Fig. 1: clock routing
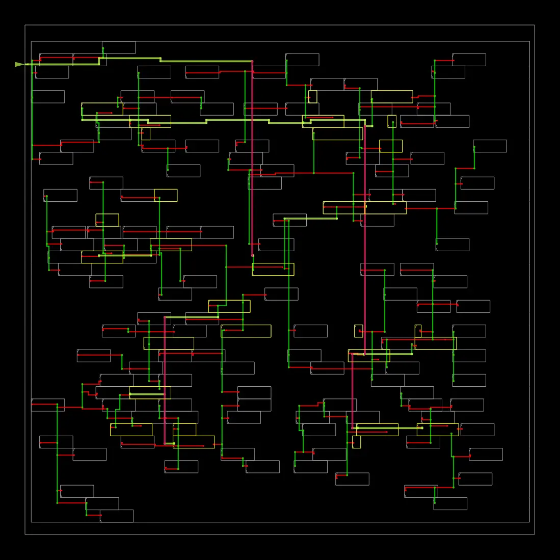
Fig. 2: metal 4
Supply wires on this layer in grey.
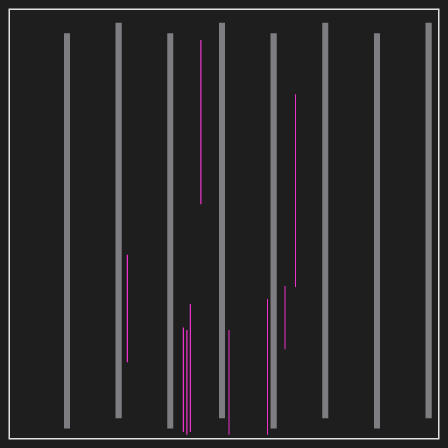
Fig. 3: sequential cells grouped by signal name
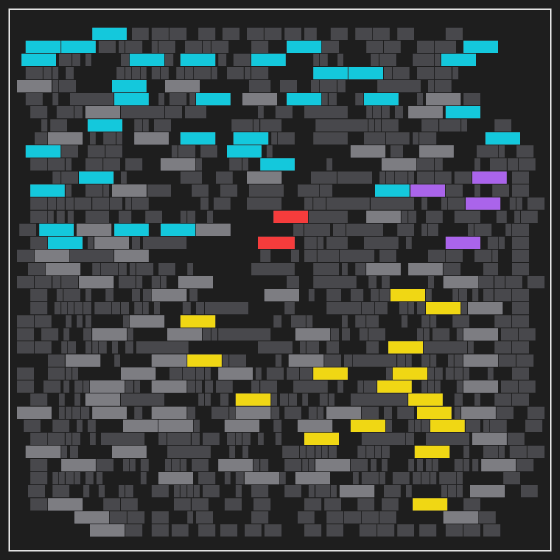
Fig. 4: sizing map
Scale bar: 20 um.
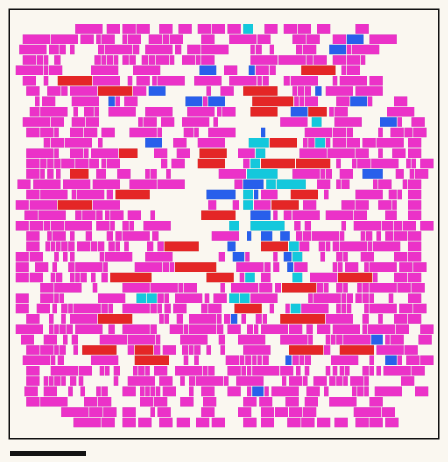
Fig. 5: clock wires, drivers and flops
Scale bar: 20 um.
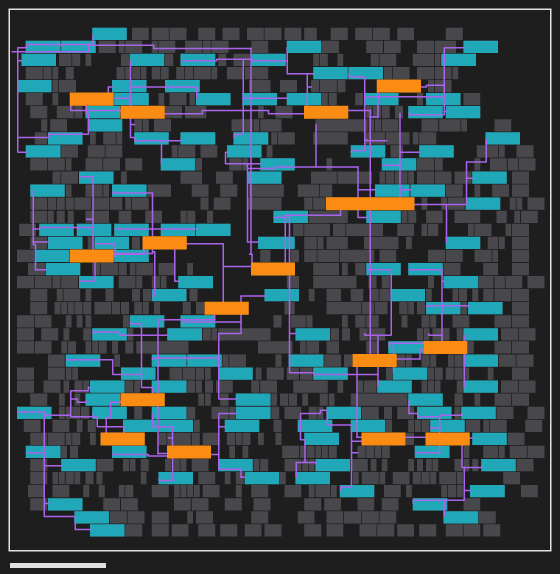
<file path="src/rtl/alu_mp_sequencer_if.sv">
// ----------------------------------------------------------------------------
// alu_mp_sequencer_if
// Bus between the multi-pass sequencer and the shared 16-bit ALU.
//   ALU_A, ALU_B : ALU operands (driven by the sequencer)
//   ALU_CTRL     : 1 = subtract (B inverted), 0 = add
//   Cin_Ctrl     : carry-in control; ALU carry-in = ALU_CTRL ^ Cin_Ctrl
//   ALU_S        : ALU sum (combinational from the inputs above)
//   ALU_NZVC     : ALU flags {N,Z,V,C}, C = carry out of bit 15
// Modports: master = sequencer side, slave = ALU side.
// ----------------------------------------------------------------------------
interface alu_mp_sequencer_if;
    logic [15:0] ALU_A;
    logic [15:0] ALU_B;
    logic        ALU_CTRL;
    logic        Cin_Ctrl;
    logic [15:0] ALU_S;
    logic [3:0]  ALU_NZVC;

    modport master (
        output ALU_A, ALU_B, ALU_CTRL, Cin_Ctrl,
        input  ALU_S, ALU_NZVC
    );

    modport slave (
        input  ALU_A, ALU_B, ALU_CTRL, Cin_Ctrl,
        output ALU_S, ALU_NZVC
    );
endinterface

</file>
<file path="src/rtl/alu_mp_sequencer.sv">
// ----------------------------------------------------------------------------
// alu_mp_sequencer
// Runs 16-bit (one pass) or 32-bit (two passes, carry chained) add/subtract,
// with or without carry-in from the flag register, on a shared 16-bit ALU.
// Owns the architectural NZVC register.
//   CLK, RESET     : clock, synchronous active-high reset
//   START          : request, accepted when BUSY = 0
//   OP             : 00 ADD, 01 SUB, 10 ADC, 11 SBC (sampled with START)
//   WIDE           : 1 = 32-bit, 0 = 16-bit (sampled with START)
//   A_IN, B_IN     : operands (sampled with START), narrow uses [15:0]
//   FLAG_LD/FLAG_D : load NZVC register while idle
//   BUSY, DONE     : operation in progress / one-cycle completion pulse
//   RESULT, FLAGS  : registered result and NZVC
//   alu            : ALU bus (master side)
//
// state | meaning
// IDLE  | waiting for START, FLAG_LD accepted
// LO    | ALU driven with low halves
// HI    | ALU driven with high halves, carry chained from LO
// FIN   | DONE high, BUSY low; a new START is accepted here
// ----------------------------------------------------------------------------
module alu_mp_sequencer (
    input  logic        CLK,
    input  logic        RESET,
    input  logic        START,
    input  logic [1:0]  OP,
    input  logic        WIDE,
    input  logic [31:0] A_IN,
    input  logic [31:0] B_IN,
    input  logic        FLAG_LD,
    input  logic [3:0]  FLAG_D,
    output logic        BUSY,
    output logic        DONE,
    output logic [31:0] RESULT,
    output logic [3:0]  FLAGS,
    alu_mp_sequencer_if.master alu
);

    typedef enum logic [1:0] {IDLE, LO, HI, FIN} state_t;

    state_t      state;
    logic        wide_q;
    logic [15:0] a_hi;
    logic [15:0] b_hi;
    logic [15:0] s_lo;
    logic        z_lo;

    always_ff @(posedge CLK) begin
        if (RESET) begin
            state        <= IDLE;
            wide_q       <= 1'b0;
            a_hi         <= '0;
            b_hi         <= '0;
            s_lo         <= '0;
            z_lo         <= 1'b0;
            BUSY         <= 1'b0;
            DONE         <= 1'b0;
            RESULT       <= '0;
            FLAGS        <= '0;
            alu.ALU_A    <= '0;
            alu.ALU_B    <= '0;
            alu.ALU_CTRL <= 1'b0;
            alu.Cin_Ctrl <= 1'b0;
        end else begin
            case (state)
                IDLE, FIN: begin
                    DONE <= 1'b0;
                    if (START) begin
                        state        <= LO;
                        BUSY         <= 1'b1;
                        wide_q       <= WIDE;
                        a_hi         <= A_IN[31:16];
                        b_hi         <= B_IN[31:16];
                        alu.ALU_A    <= A_IN[15:0];
                        alu.ALU_B    <= B_IN[15:0];
                        alu.ALU_CTRL <= OP[0];
                        // ADC/SBC take carry-in from the current C flag, so
                        // Cin_Ctrl is chosen to make ALU_CTRL ^ Cin_Ctrl = C.
                        alu.Cin_Ctrl <= OP[1] & (OP[0] ^ FLAGS[0]);
                    end else begin
                        state <= IDLE;
                        if (FLAG_LD && state == IDLE) begin
                            FLAGS <= FLAG_D;
                        end
                    end
                end

                LO: begin
                    s_lo <= alu.ALU_S;
                    z_lo <= alu.ALU_NZVC[2];
                    if (wide_q) begin
                        state        <= HI;
                        alu.ALU_A    <= a_hi;
                        alu.ALU_B    <= b_hi;
                        // Cin_Ctrl holds the low-pass carry for the HI pass.
                        alu.Cin_Ctrl <= alu.ALU_CTRL ^ alu.ALU_NZVC[0];
                    end else begin
                        state        <= FIN;
                        RESULT       <= {16'h0000, alu.ALU_S};
                        FLAGS        <= alu.ALU_NZVC;
                        DONE         <= 1'b1;
                        BUSY         <= 1'b0;
                        alu.ALU_A    <= '0;
                        alu.ALU_B    <= '0;
                        alu.ALU_CTRL <= 1'b0;
                        alu.Cin_Ctrl <= 1'b0;
                    end
                end

                HI: begin
                    state        <= FIN;
                    RESULT       <= {alu.ALU_S, s_lo};
                    FLAGS        <= {alu.ALU_NZVC[3], z_lo & alu.ALU_NZVC[2],
                                     alu.ALU_NZVC[1:0]};
                    DONE         <= 1'b1;
                    BUSY         <= 1'b0;
                    alu.ALU_A    <= '0;
                    alu.ALU_B    <= '0;
                    alu.ALU_CTRL <= 1'b0;
                    alu.Cin_Ctrl <= 1'b0;
                end

                default: state <= IDLE;
            endcase
        end
    end

endmodule

</file>
<file path="src/flat_wrapper.sv">
// flat-port wrapper written by rule: the top's interface ports become plain ports
module alu_mp_sequencer_flat 
  (CLK, RESET, START, OP, WIDE, A_IN, B_IN, FLAG_LD, FLAG_D, BUSY, DONE, RESULT, FLAGS, alu_ALU_A, alu_ALU_B, alu_ALU_CTRL, alu_Cin_Ctrl, alu_ALU_S, alu_ALU_NZVC);
  alu_mp_sequencer_if alu_i ();
  input  logic CLK;
  input  logic RESET;
  input  logic START;
  input  logic [1:0] OP;
  input  logic WIDE;
  input  logic [31:0] A_IN;
  input  logic [31:0] B_IN;
  input  logic FLAG_LD;
  input  logic [3:0] FLAG_D;
  output logic BUSY;
  output logic DONE;
  output logic [31:0] RESULT;
  output logic [3:0] FLAGS;
  output wire logic [$bits(alu_i.ALU_A)-1:0] alu_ALU_A;
  output wire logic [$bits(alu_i.ALU_B)-1:0] alu_ALU_B;
  output wire logic [$bits(alu_i.ALU_CTRL)-1:0] alu_ALU_CTRL;
  output wire logic [$bits(alu_i.Cin_Ctrl)-1:0] alu_Cin_Ctrl;
  input wire logic [$bits(alu_i.ALU_S)-1:0] alu_ALU_S;
  input wire logic [$bits(alu_i.ALU_NZVC)-1:0] alu_ALU_NZVC;
  assign alu_ALU_A = alu_i.ALU_A;
  assign alu_ALU_B = alu_i.ALU_B;
  assign alu_ALU_CTRL = alu_i.ALU_CTRL;
  assign alu_Cin_Ctrl = alu_i.Cin_Ctrl;
  assign alu_i.ALU_S = alu_ALU_S;
  assign alu_i.ALU_NZVC = alu_ALU_NZVC;
  alu_mp_sequencer u_core (.CLK(CLK), .RESET(RESET), .START(START), .OP(OP), .WIDE(WIDE), .A_IN(A_IN), .B_IN(B_IN), .FLAG_LD(FLAG_LD), .FLAG_D(FLAG_D), .BUSY(BUSY), .DONE(DONE), .RESULT(RESULT), .FLAGS(FLAGS), .alu(alu_i));
endmodule
</file>
<file path="config.mk">
export PLATFORM = sky130hd
export DESIGN_NAME = alu_mp_sequencer_flat
export DESIGN_NICKNAME = d
export VERILOG_FILES = /design/src/rtl/alu_mp_sequencer_if.sv /design/src/rtl/alu_mp_sequencer.sv /design/src/flat_wrapper.sv
export SDC_FILE = /design/constraint.sdc
export NUM_CORES = 1
export LEC_CHECK = 0
export CAP_MARGIN = 0
export CORE_UTILIZATION = 42
export DETAILED_ROUTE_END_ITERATION = 7
export GPL_ROUTABILITY_DRIVEN = 0
export PLACE_DENSITY_LB_ADDON = 0.12
export SLEW_MARGIN = 20
export SYNTH_ARGS = -nofsm -noshare
export SYNTH_HDL_FRONTEND = slang
export SYNTH_SLANG_ARGS = --single-unit
</file>
<file path="constraint.sdc">
create_clock -name CLK -period 1.64 [get_ports CLK]
set_input_delay 0.164 -clock CLK [delete_from_list [all_inputs] [get_ports CLK]]
set_output_delay 0.164 -clock CLK [all_outputs]
set_load 0.01 [all_outputs]
</file>
==> flow_metrics.rpt <==
=== SYNTHESIS / PLACE & ROUTE SUMMARY ===
----------------------------------------------------
[GRT]
  Global-route total usage across every layer ........................ 21.8%
  Pin count of the biggest net entering global routing ........................ 70
  Wire length of the first global-routing pass ........................ 21800 um
  Vias in the first global route ........................ 4545
  Residual overflow from global routing ........................ 0
  Number of antenna violations at the first check in global routing ........................ 0

[Finish]
  Layout cells sized above 1 ........................ 11.3%
  Number of filler cells placed in the layout ........................ 975
  Count of placed standard cells in the final layout, fillers left out ........................ 914
  Post-synthesis to final-layout area growth ........................ 50.4%
  # diodes ........................ 0
  Net count, final ........................ 861

[Timing]
  Number of pins exceeding their max-slew limit in the final report ........................ 0
  Worst setup slack after layout ........................ 70.0 ps
  Worst slack on hold paths ........................ 114 ps
  Count of final hold-check violations ........................ 0
  Max-Slew Margin vs Limit ........................ 79.9%
  Post-route minimum period ........................ 1570 ps
  Upper clock frequency limit ........................ 0.637 GHz
  Total of endpoints with negative setup slack in the final report ........................ 0
  Share of the cycle needed by the critical path after routing ........................ 95.7%
  Setup total negative slack ........................ 0 ps
  Worst slew pin tran ........................ 302 ps

[Logic synthesis]
  Cell count in the Yosys report ........................ 597
  Most frequent cells after synthesis ........................ sky130_fd_sc_hd__dfxtp_1, sky130_fd_sc_hd__nor2_1, sky130_fd_sc_hd__a21oi_1
  Synth Instances ........................ 597
  Seq share, synth ........................ 48.5%
  Post-synth tally of flip-flops with integrated enable ........................ 0
  Cell type with the largest total area ........................ sky130_fd_sc_hd__dfxtp_1
  Library cell with the highest instance count after synthesis ........................ sky130_fd_sc_hd__dfxtp_1
  Cell area after synthesis ........................ 0.00512 mm2
  Synth async-reset ratio ........................ 0%
  Biggest area cells ........................ sky130_fd_sc_hd__dfxtp_1, sky130_fd_sc_hd__mux2i_1, sky130_fd_sc_hd__a21oi_1
  Post-synth area from yosys stat ........................ 0.00512 mm2
  Top cell area share ........................ 48.5%
  Post-Synthesis Net Count ........................ 698
  Post-synthesis sequential element count ........................ 124
  Count of different cell masters after synthesis ........................ 31
  Avg Inst Size Synth ........................ 8.57 um2
  Leading register cell type out of synthesis ........................ sky130_fd_sc_hd__dfxtp_1
  Yosys warnings ........................ 0

[Pwr]
  Sw frac ........................ 33.7%
  Relative contribution of the clock network to total power ........................ 26.8%
  Overall power of the completed layout ........................ 14.1 mW
  Switching power of the nets ........................ 4.74 mW
  Worst vdd ir ........................ 1.09 mV
  Static Leak ........................ 3.02 nW
  Internal power ........................ 9.35 mW
  Flop pwr share ........................ 30.7%
  Cell area power density ........................ 1830 mW/mm2
  Combinational cell fraction of total power ........................ 42.5%

[Place]
  Placed wire-length estimate ........................ 9100 um
  DP Worst Slack ........................ -71.5 ps
  Post-placement cell count ........................ 883
  Count of input and output buffers ........................ 166

[Floorplan]
  Number of primary I/O pins ........................ 167
  Pre-Place Util ........................ 43.9%
  Core area ........................ 0.0117 mm2
  Floorplan die height ........................ 112 um
  Die Area ........................ 0.0126 mm2
  Chip width ........................ 112 um
  Placement Rows ........................ 39

[CTS]
  Count of hold-fix buffers inserted at cts ........................ 0
  Post-CTS Repair Setup Buffers ........................ 0
  Maximum clock insertion buffer count ........................ 2
  Total clock sinks ........................ 124
  H-tree depth ........................ 4
  Clock slew at reported path FFs ........................ 50 ps
  Buffer type at the clock tree root ........................ sky130_fd_sc_hd__clkbuf_16
  CTS tree ........................ built

[Hold path]
  Kind of path behind the tightest hold check ........................ primary input to register

[Outcome]
  Status ........................ finished clean

[Worst setup path]
  Category of cells accounting for the largest share of critical-path delay ........................ buffers and inverters
  CP Capture Type ........................ register
  Crit Path Category ........................ register to register
  Kind of start point of the critical path ........................ register
  Sequence of cells on the critical path ........................ inv_2 > ha_4 > and3_2 > bufbuf_16 > a21oi_1 > nor2_1
  Buffer and inverter count on the worst path ........................ 2
  Worst endpoint data arrival time ........................ 1860 ps
  Critical path data required time ........................ 1930 ps
  Maximum fanout along the worst path ........................ 16
  Max incr delay on CP ........................ 380 ps
  Crit path max-delay cell type ........................ sky130_fd_sc_hd__dfxtp_1

[Route]
  Detailed Route Iter0 Violations ........................ 218
  Number of detailed-routing iterations run before antenna repair ........................ 4
  Detail-routed net length per standard cell ........................ 14.7 um
  Drc violations ........................ 0
  Via count normalized by instance count ........................ 5.08
  Remaining number of nets flagged by the antenna check after routing ........................ 0
  WL final ........................ 13400 um
  Vias ........................ 4644

[Job]
  Number of max-cap violations ........................ 0
  Tool warnings ........................ 32

----------------------------------------------------
Back to the opening pictures, Fig. 1:
total number of sequential cells: 124
latest clock arrival within the worst-skew pair: 410 ps
Num CTS Buffers: 17
worst-case clock skew: 8.70 ps
total of clock buffers placed in the layout: 22

Back to the opening pictures, Fig. 2:
longest straight run	50.3 um
wire length on this layer	288 um
nets with wire on the layer	7
main direction	vertical

Back to the opening pictures, Fig. 3:
colour	netlist name	flops
yellow	u_core.a_hi	16
cyan	u_core.RESULT	32
red	u_core.state	2
purple	u_core.FLAGS	4
not coloured	70

Back to the opening pictures, Fig. 4:
colour	size	cells	share
cyan	x3 and x4	22	2.9%
red	x6 and larger	34	4.4%
magenta	x1 and smaller	684	89%
blue	x2	31	4.0%

Back to the opening pictures, Fig. 5:
[purple] clock wires | length: 1570 um
[orange] clock-net drivers | count: 17
[cyan] flip-flops | count: 124
flops lie	spread over the die

-- registers in the layout, summed over array words and instances, names as in the netlist --
| register | flops |
|---|---|
| u_core.z_lo | 1 |
| u_core.a_hi | 16 |
| u_core.BUSY | 1 |
| u_core.alu.ALU_B | 16 |
| u_core.s_lo | 16 |
| u_core.DONE | 1 |
| u_core.FLAGS | 4 |
| u_core.alu.Cin_Ctrl | 1 |
| u_core.wide_q | 1 |
| u_core.RESULT | 32 |
| u_core.state | 2 |
| u_core.b_hi | 16 |
| u_core.alu.ALU_A | 16 |
| u_core.alu.ALU_CTRL | 1 |
-- worst register-to-register path: stages (launching register included) --
cell and delay [ps]:
sky130_fd_sc_hd__dfxtp_1 380, sky130_fd_sc_hd__inv_2 90, sky130_fd_sc_hd__ha_4 270, sky130_fd_sc_hd__and3_2 210, sky130_fd_sc_hd__bufbuf_16 300, sky130_fd_sc_hd__a21oi_1 150, sky130_fd_sc_hd__nor2_1 50
-- layout by cell type, fill, tap and decap left out, drive strengths merged --
cell	count
a211oi	16
a31oi	1
a21o	1
nor2	99
nor2b	3
clkdlybuf4s50	164
bufbuf	1
xor2	2
a2bb2oi	1
and3	1
buf	28
bufinv	3
dfxtp	124
nand2b	3
mux2i	64
clkinv	5
clkbuf	22
mux2	1
nand2	88
nand3	19
a21oi	92
inv	13
o211ai	1
a22oi	1
ha	6
and2	1
o22ai	4
or2	1
nor3	6
-- cell families after synthesis --
logic type      share of synthesized area [%]
xor+xnor                                0.342
fa+ha+maj                                1.47
simple gates                             17.3
buf+inv                                  5.74
mux                                      13.1
compound gates                           13.6
flops                                    48.5
-- path summary, 6_finish.rpt --
check	to	cells after the start	start	slack (ps)
worst max-delay path	u_core.alu.ALU_B[5]	6	u_core.state[0]	70
worst min-delay path	u_core.s_lo[12]	2	RESET	110
worst max register to register	u_core.alu.ALU_B[5]	6	u_core.state[0]	70
worst min register to register	u_core.RESULT[21]	2	u_core.RESULT[21]	450
-- metal layers --
layer / vias to the layer above / part of all wire [%] / GRT usage [%]
li1: 2317 / - / -
met5: - / 0 / 0
met3: 20 / 5.3 / 6.91
met2: 138 / 47 / 34.8
met4: 0 / 2.1 / 8.36
met1: 2169 / 46 / 27.5
-- power by group through the flow --
stage | Clock (mW) | Combinational [mW] | Sequential [mW]
2_1_floorplan | 0 | 3.19 | 4.55
3_3_place_gp | 0 | 5.70 | 4.33
3_5_place_dp | 0 | 5.82 | 4.36
4_1_cts | 3.85 | 5.91 | 4.32
5_1_grt | 3.99 | 6.50 | 4.43
6_report | 3.78 | 5.98 | 4.33
-- area by class of cell --
class	count	area (um2)	share of cell area [%]
Multi-Input combinational cell	411	2390	31.1
Timing Repair Buffer	193	1990	25.9
Inverter	13	48.8	0.634
Clock inverter	8	115	1.49
Sequential cell	124	2480	32.3
Clock buffer	22	484	6.29
Tap cell	143	179	2.32
-- per-stage QoR --
stage	instance area [um2]	utilization, %
finish	7700	66.0
global route	7700	66.0
CTS	7650	65.6
detailed placement	7000	60.1
global placement	7000	60.1
floorplan	5120	-
-- what timing repair did --
action	in CTS	in global routing
resized	4	14
gates cloned	1	0
setup endpoints to repair	42	67
No activity file was given, so power comes from the tool's default toggle rates.
